### src/rtl/regbank_stim_gen.sv
// regbank_stim_gen: phased stimulus generator for a register bank and its checker.
// Sequence: FILL (write 0xA500+i to every register), READ (dual-port read-back
// with mirrored addresses), optional pseudo-random mixed phase, then a DONE pulse.
// Optional feature: define REGBANK_STIM_RAND_EN to build the RAND phase and LFSR.
// Every output is a register so the bank and the checker see the same operation.
module regbank_stim_gen #(
  parameter int          NUM_REGS = 14,
  parameter int          DATA_W   = 16,
  parameter int          ADDR_W   = 4,
  parameter int          RAND_OPS = 32,
  parameter logic [15:0] SEED     = 16'hACE1
) (
  input  logic              clk,
  input  logic              rst,
  input  logic              start,
  input  logic              hold,
  output logic              busy,
  output logic              done,
  output logic              we,
  output logic [ADDR_W-1:0] addr_wr,
  output logic [DATA_W-1:0] data_in,
  output logic [ADDR_W-1:0] addr_rd1,
  output logic [ADDR_W-1:0] addr_rd2,
  output logic [15:0]       op_count
);

  localparam logic [ADDR_W-1:0] LAST_IDX = ADDR_W'(NUM_REGS - 1);

  // Parameter sanity: every index must fit the address field, and a zero seed
  // would lock the LFSR.
  if (NUM_REGS < 2 || NUM_REGS > (1 << ADDR_W)) begin : g_bad_num_regs
    $error("regbank_stim_gen: NUM_REGS does not fit ADDR_W");
  end
  if (RAND_OPS < 1 || SEED == 16'h0000) begin : g_bad_rand_cfg
    $error("regbank_stim_gen: RAND_OPS must be positive and SEED non-zero");
  end

  typedef enum logic [2:0] {S_IDLE, S_FILL, S_READ, S_RAND, S_DONE} state_t;

  state_t            state_reg, state_next;
  logic [ADDR_W-1:0] idx_reg, idx_next;
  logic [15:0]       op_count_reg, op_count_next;
  logic              busy_reg, busy_next;
  logic              done_reg, done_next;
  logic              we_reg, we_next;
  logic [ADDR_W-1:0] addr_wr_reg, addr_wr_next;
  logic [DATA_W-1:0] data_in_reg, data_in_next;
  logic [ADDR_W-1:0] addr_rd1_reg, addr_rd1_next;
  logic [ADDR_W-1:0] addr_rd2_reg, addr_rd2_next;
  logic              active;

`ifdef REGBANK_STIM_RAND_EN
  localparam int RC_W = (RAND_OPS > 1) ? $clog2(RAND_OPS) : 1;
  localparam logic [RC_W-1:0] LAST_RAND = RC_W'(RAND_OPS - 1);

  logic [15:0]     lfsr_reg, lfsr_next;
  logic [RC_W-1:0] rand_cnt_reg, rand_cnt_next;

  // Galois right-shift step, feedback mask 0xB400.
  function automatic logic [15:0] lfsr_step(input logic [15:0] v);
    return v[0] ? ((v >> 1) ^ 16'hB400) : (v >> 1);
  endfunction

  // Map a 4-bit field onto a legal register address.
  function automatic logic [ADDR_W-1:0] fold(input logic [3:0] a);
    if (int'(a) >= NUM_REGS) return ADDR_W'(int'(a) - NUM_REGS);
    return ADDR_W'(a);
  endfunction
`endif

  assign active = (state_reg == S_FILL) || (state_reg == S_READ) || (state_reg == S_RAND);

  // Next-state, counters and the operation to register for the next cycle.
  always_comb begin
    state_next    = state_reg;
    idx_next      = idx_reg;
    op_count_next = op_count_reg;
`ifdef REGBANK_STIM_RAND_EN
    lfsr_next     = lfsr_reg;
    rand_cnt_next = rand_cnt_reg;
`endif
    busy_next     = 1'b0;
    done_next     = 1'b0;
    we_next       = 1'b0;
    addr_wr_next  = '0;
    data_in_next  = '0;
    addr_rd1_next = '0;
    addr_rd2_next = '0;

    // An operation that advances has been presented for a full cycle: count it.
    if (active && !hold) begin
      op_count_next = (op_count_reg == 16'hFFFF) ? op_count_reg : op_count_reg + 16'd1;
    end

    case (state_reg)
      S_IDLE: begin
        if (start) begin
          state_next    = S_FILL;
          idx_next      = '0;
          op_count_next = 16'd0;
`ifdef REGBANK_STIM_RAND_EN
          lfsr_next     = SEED;
`endif
        end
      end
      S_FILL: begin
        if (!hold) begin
          if (idx_reg == LAST_IDX) begin
            state_next = S_READ;
            idx_next   = '0;
          end else begin
            idx_next = idx_reg + 1'b1;
          end
        end
      end
      S_READ: begin
        if (!hold) begin
          if (idx_reg == LAST_IDX) begin
            idx_next = '0;
`ifdef REGBANK_STIM_RAND_EN
            state_next    = S_RAND;
            rand_cnt_next = '0;
            lfsr_next     = lfsr_step(lfsr_reg);
`else
            state_next = S_DONE;
`endif
          end else begin
            idx_next = idx_reg + 1'b1;
          end
        end
      end
`ifdef REGBANK_STIM_RAND_EN
      S_RAND: begin
        if (!hold) begin
          if (rand_cnt_reg == LAST_RAND) begin
            state_next = S_DONE;
          end else begin
            rand_cnt_next = rand_cnt_reg + 1'b1;
            lfsr_next     = lfsr_step(lfsr_reg);
          end
        end
      end
`endif
      S_DONE: begin
        state_next    = S_IDLE;
        op_count_next = 16'd0;
      end
      default: state_next = S_IDLE;
    endcase

    // A held cycle is a bubble: no write, addresses and data parked.
    if (active && hold) begin
      busy_next     = 1'b1;
      addr_wr_next  = addr_wr_reg;
      data_in_next  = data_in_reg;
      addr_rd1_next = addr_rd1_reg;
      addr_rd2_next = addr_rd2_reg;
    end else begin
      case (state_next)
        S_FILL: begin
          busy_next    = 1'b1;
          we_next      = 1'b1;
          addr_wr_next = idx_next;
          data_in_next = DATA_W'(16'hA500) + DATA_W'(idx_next);
        end
        S_READ: begin
          busy_next     = 1'b1;
          addr_rd1_next = idx_next;
          addr_rd2_next = LAST_IDX - idx_next;
        end
`ifdef REGBANK_STIM_RAND_EN
        S_RAND: begin
          busy_next     = 1'b1;
          we_next       = lfsr_next[0];
          data_in_next  = DATA_W'(lfsr_next);
          addr_wr_next  = fold(lfsr_next[7:4]);
          addr_rd1_next = fold(lfsr_next[11:8]);
          addr_rd2_next = fold(lfsr_next[15:12]);
        end
`endif
        S_DONE:  done_next = 1'b1;
        default: ;
      endcase
    end
  end

  // State, counters and registered outputs.
  always_ff @(posedge clk) begin
    if (rst) begin
      state_reg    <= S_IDLE;
      idx_reg      <= '0;
      op_count_reg <= 16'd0;
      busy_reg     <= 1'b0;
      done_reg     <= 1'b0;
      we_reg       <= 1'b0;
      addr_wr_reg  <= '0;
      data_in_reg  <= '0;
      addr_rd1_reg <= '0;
      addr_rd2_reg <= '0;
`ifdef REGBANK_STIM_RAND_EN
      lfsr_reg     <= SEED;
      rand_cnt_reg <= '0;
`endif
    end else begin
      state_reg    <= state_next;
      idx_reg      <= idx_next;
      op_count_reg <= op_count_next;
      busy_reg     <= busy_next;
      done_reg     <= done_next;
      we_reg       <= we_next;
      addr_wr_reg  <= addr_wr_next;
      data_in_reg  <= data_in_next;
      addr_rd1_reg <= addr_rd1_next;
      addr_rd2_reg <= addr_rd2_next;
`ifdef REGBANK_STIM_RAND_EN
      lfsr_reg     <= lfsr_next;
      rand_cnt_reg <= rand_cnt_next;
`endif
    end
  end

  assign busy     = busy_reg;
  assign done     = done_reg;
  assign we       = we_reg;
  assign addr_wr  = addr_wr_reg;
  assign data_in  = data_in_reg;
  assign addr_rd1 = addr_rd1_reg;
  assign addr_rd2 = addr_rd2_reg;
  assign op_count = op_count_reg;

endmodule

### config.mk
export PLATFORM = sky130hd
export DESIGN_NAME = regbank_stim_gen
export DESIGN_NICKNAME = d
export VERILOG_FILES = /design/src/rtl/regbank_stim_gen.sv
export SDC_FILE = /design/constraint.sdc
export NUM_CORES = 1
export LEC_CHECK = 0
export CORE_MARGIN = 1
export CORE_UTILIZATION = 25
export CTS_CLUSTER_SIZE = 12
export DETAILED_ROUTE_END_ITERATION = 16
export PLACE_DENSITY = 0.55
export SYNTH_ARGS = -nofsm -noshare
export SYNTH_HDL_FRONTEND = slang
export SYNTH_SLANG_ARGS = --single-unit
### constraint.sdc
create_clock -name clk -period 3.8 [get_ports clk]
set_input_delay 0.95 -clock clk [delete_from_list [all_inputs] [get_ports clk]]
set_output_delay 0.95 -clock clk [all_outputs]
set_load 0.03 [all_outputs]
metal_density.png
(4 px per um) 18 x 18 tiles, from dark purple (low) to yellow (high), scaled to the fullest tile. Values are wire area over tile area, all layers added.
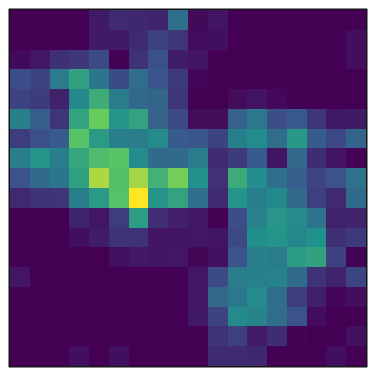
- nearly empty tiles: 35%
- fullest tile: 0.48
- emptiest ninth of the die: bottom left
- mean over tiles: 0.087
- tiles over half the peak: 10%
Total Routing Usage GR: 11.7%
DR WL/cell: 12.3 um
via count: 1631
routed wire length: 4370 um

sizes.png
(3 px per um)
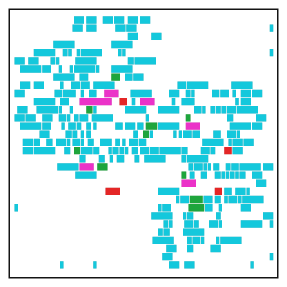
- red: _3 and _4 cells (cells 4)
- green: _2 cells (cells 10)
- magenta: _6 and larger (cells 6)
- cyan: _0 and _1 cells (cells 236)
area delta synth->final: 29.0%
final instance area: 2440 um^2

placement_by_type.png
(6 px per um)
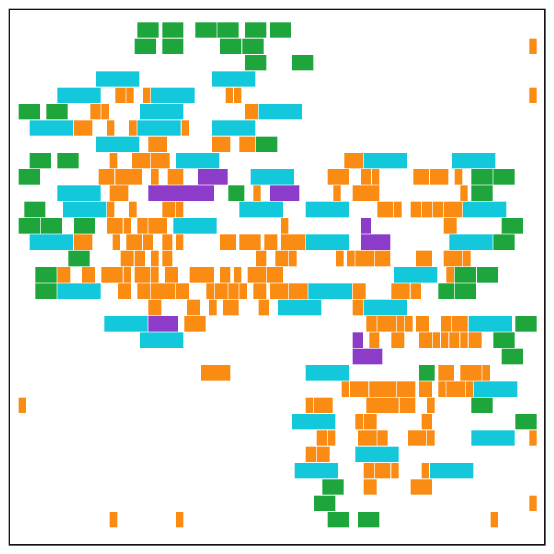
- cyan: flops (cells 38)
- green: other buffers and delay cells (cells 45)
- purple: clock drivers and dummy loads (cells 8)
- orange: combinational and other logic (cells 165)
utilization after layout: 33.5%
sequential fraction of total cell area: 31.1%
standard-cell rows: 31
core region area: 7290 um^2

==> flow_summary.toml <==
# flow metrics
[place]
place_area_um2 = 2330
placement.setup.worst_slack_ns = 0.821
dpl.hpwl_um = 3200
dpl.cell_count = 347

[finish]
num-nets-final = 261
final_cell_mix = "clkdlybuf4s50_1 (42), dfxtp_1 (38), nor2_1 (26), nand2_1 (13), inv_1 (12)"
largest_register_ffs = 16
layout_top_cell_excl_fill_tap = "clkdlybuf4s50_1"
final_cells = 355
layout.area.comb_um2 = 961
antenna_fix_cells = 0

[yosys]
synth.yosys.warnings = 0
most_instantiated_cells_after_synthesis = "dfxtp_1 (38), nor2_1 (26), buf_4 (16)"
adder_share_pct = 1.32
post_synth.cell_area_avg_um2 = 8.64
synth-area-yosys_um2 = 1890
synthAoiAreaFrac_pct = 18.9
syn-instance-count = 219
xor_share_pct = 5.09
ys_seq_elements = 38
synth_top_flop_cell = "dfxtp_1"
topCellsByArea = "dfxtp_1 (40%), buf_4 (6.3%), nor2_1 (5.2%), xnor2_1 (4.6%), a211oi_1 (3.2%)"

[die]
ios = 51

[routing]
antenna_violating_nets_remaining = 0
post_drt_via_cell_ratio = 4.59

[worst_hold_path]
worst_hold_path.endpoint = "addr_wr[0]"
hold_path_class = "reg -> reg"
hold_path_depth = 2

[critical_path]
critical_path.endpoint = "addr_rd2[3]"
worstReg2RegEnd = "addr_rd2[3]"
slowest_delay_ns = 0.55
critical_path_peak_fanout = 8
worst_setup_path_type = "in -> reg"
slowest_stage = "clkdlybuf4s50_1"
critical_path_cell_count = 9

[grt]
first_global_vias = 1514
grt_first_pass_wirelength_um = 7180

[sta]
unrepaired_setup_endpoints_after_global_routing = "false"
finalSetupViolCount = 0
headroom_to_the_max_slew_limit_pct = 47.4

[run]
openroad.warnings = 26

[clocking]
clock_tree.root_cell = "clkbuf_8"
cts_tree = "built"
cts_setup_buffers = 0

[power]
overall_power_of_the_completed_layout_uw = 832
leakage_nw = 0.866

[outcome]
run_status = "finished clean"
layer_met3.png
(4 px per um)
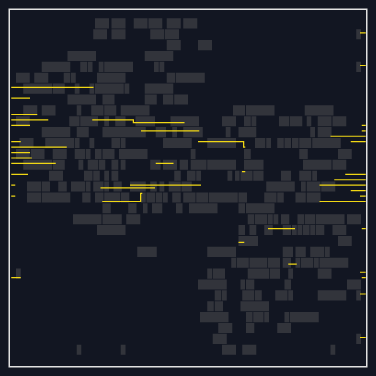
- share of all routed wire: 5.8%
- wire length on this layer: 254 um

clocks.png
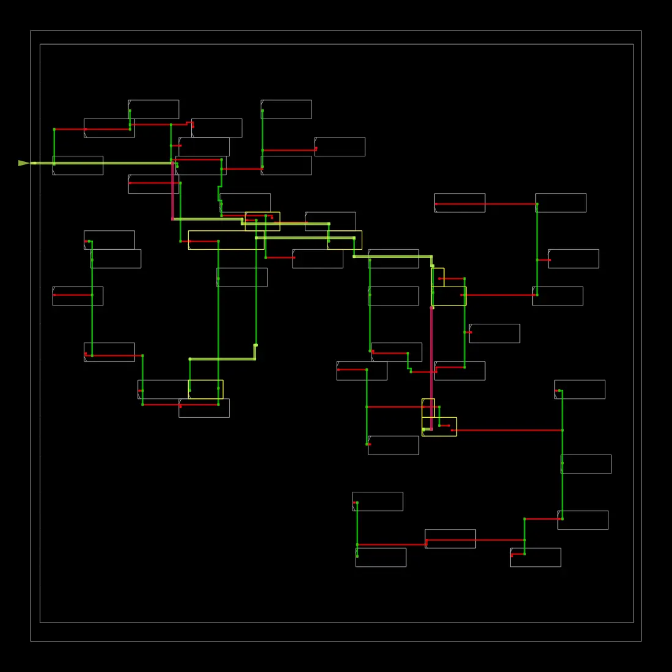
clock sink count: 38
Worst Skew: 0.00534 ns
power attributed to the clock group: 341 uW
seq_cells: 38
TritonCTS Buffers: 5

## power by group
part	switching [mW]	total, mW	leakage, nW	internal (mW)
clock network	0.148	0.341	0.0579	0.193
logic	0.0541	0.0811	0.500	0.0270
registers	0.00567	0.409	0.308	0.404
total	0.208	0.832	0.866	0.624
## layer usage
layer | global-route usage [%] | up-vias | part of all wire, %
li1 | - | 823 | -
met4 | 2.60 | 0 | 0.57
met3 | 4.52 | 4 | 5.8
met5 | 0 | - | 0
met1 | 15.2 | 752 | 49
met2 | 18.6 | 52 | 44
## final cells by class
| class | instances | share of cell area [%] |
|---|---|---|
| multi-input combinational | 153 | 39.3 |
| sequential | 38 | 31.1 |
| timing repair buffer | 45 | 18.1 |
| tap | 99 | 5.07 |
| clock buffer | 5 | 2.82 |
| inverter | 12 | 1.84 |
| clock inverter | 3 | 1.64 |
Power and IR drop assume default switching activity.
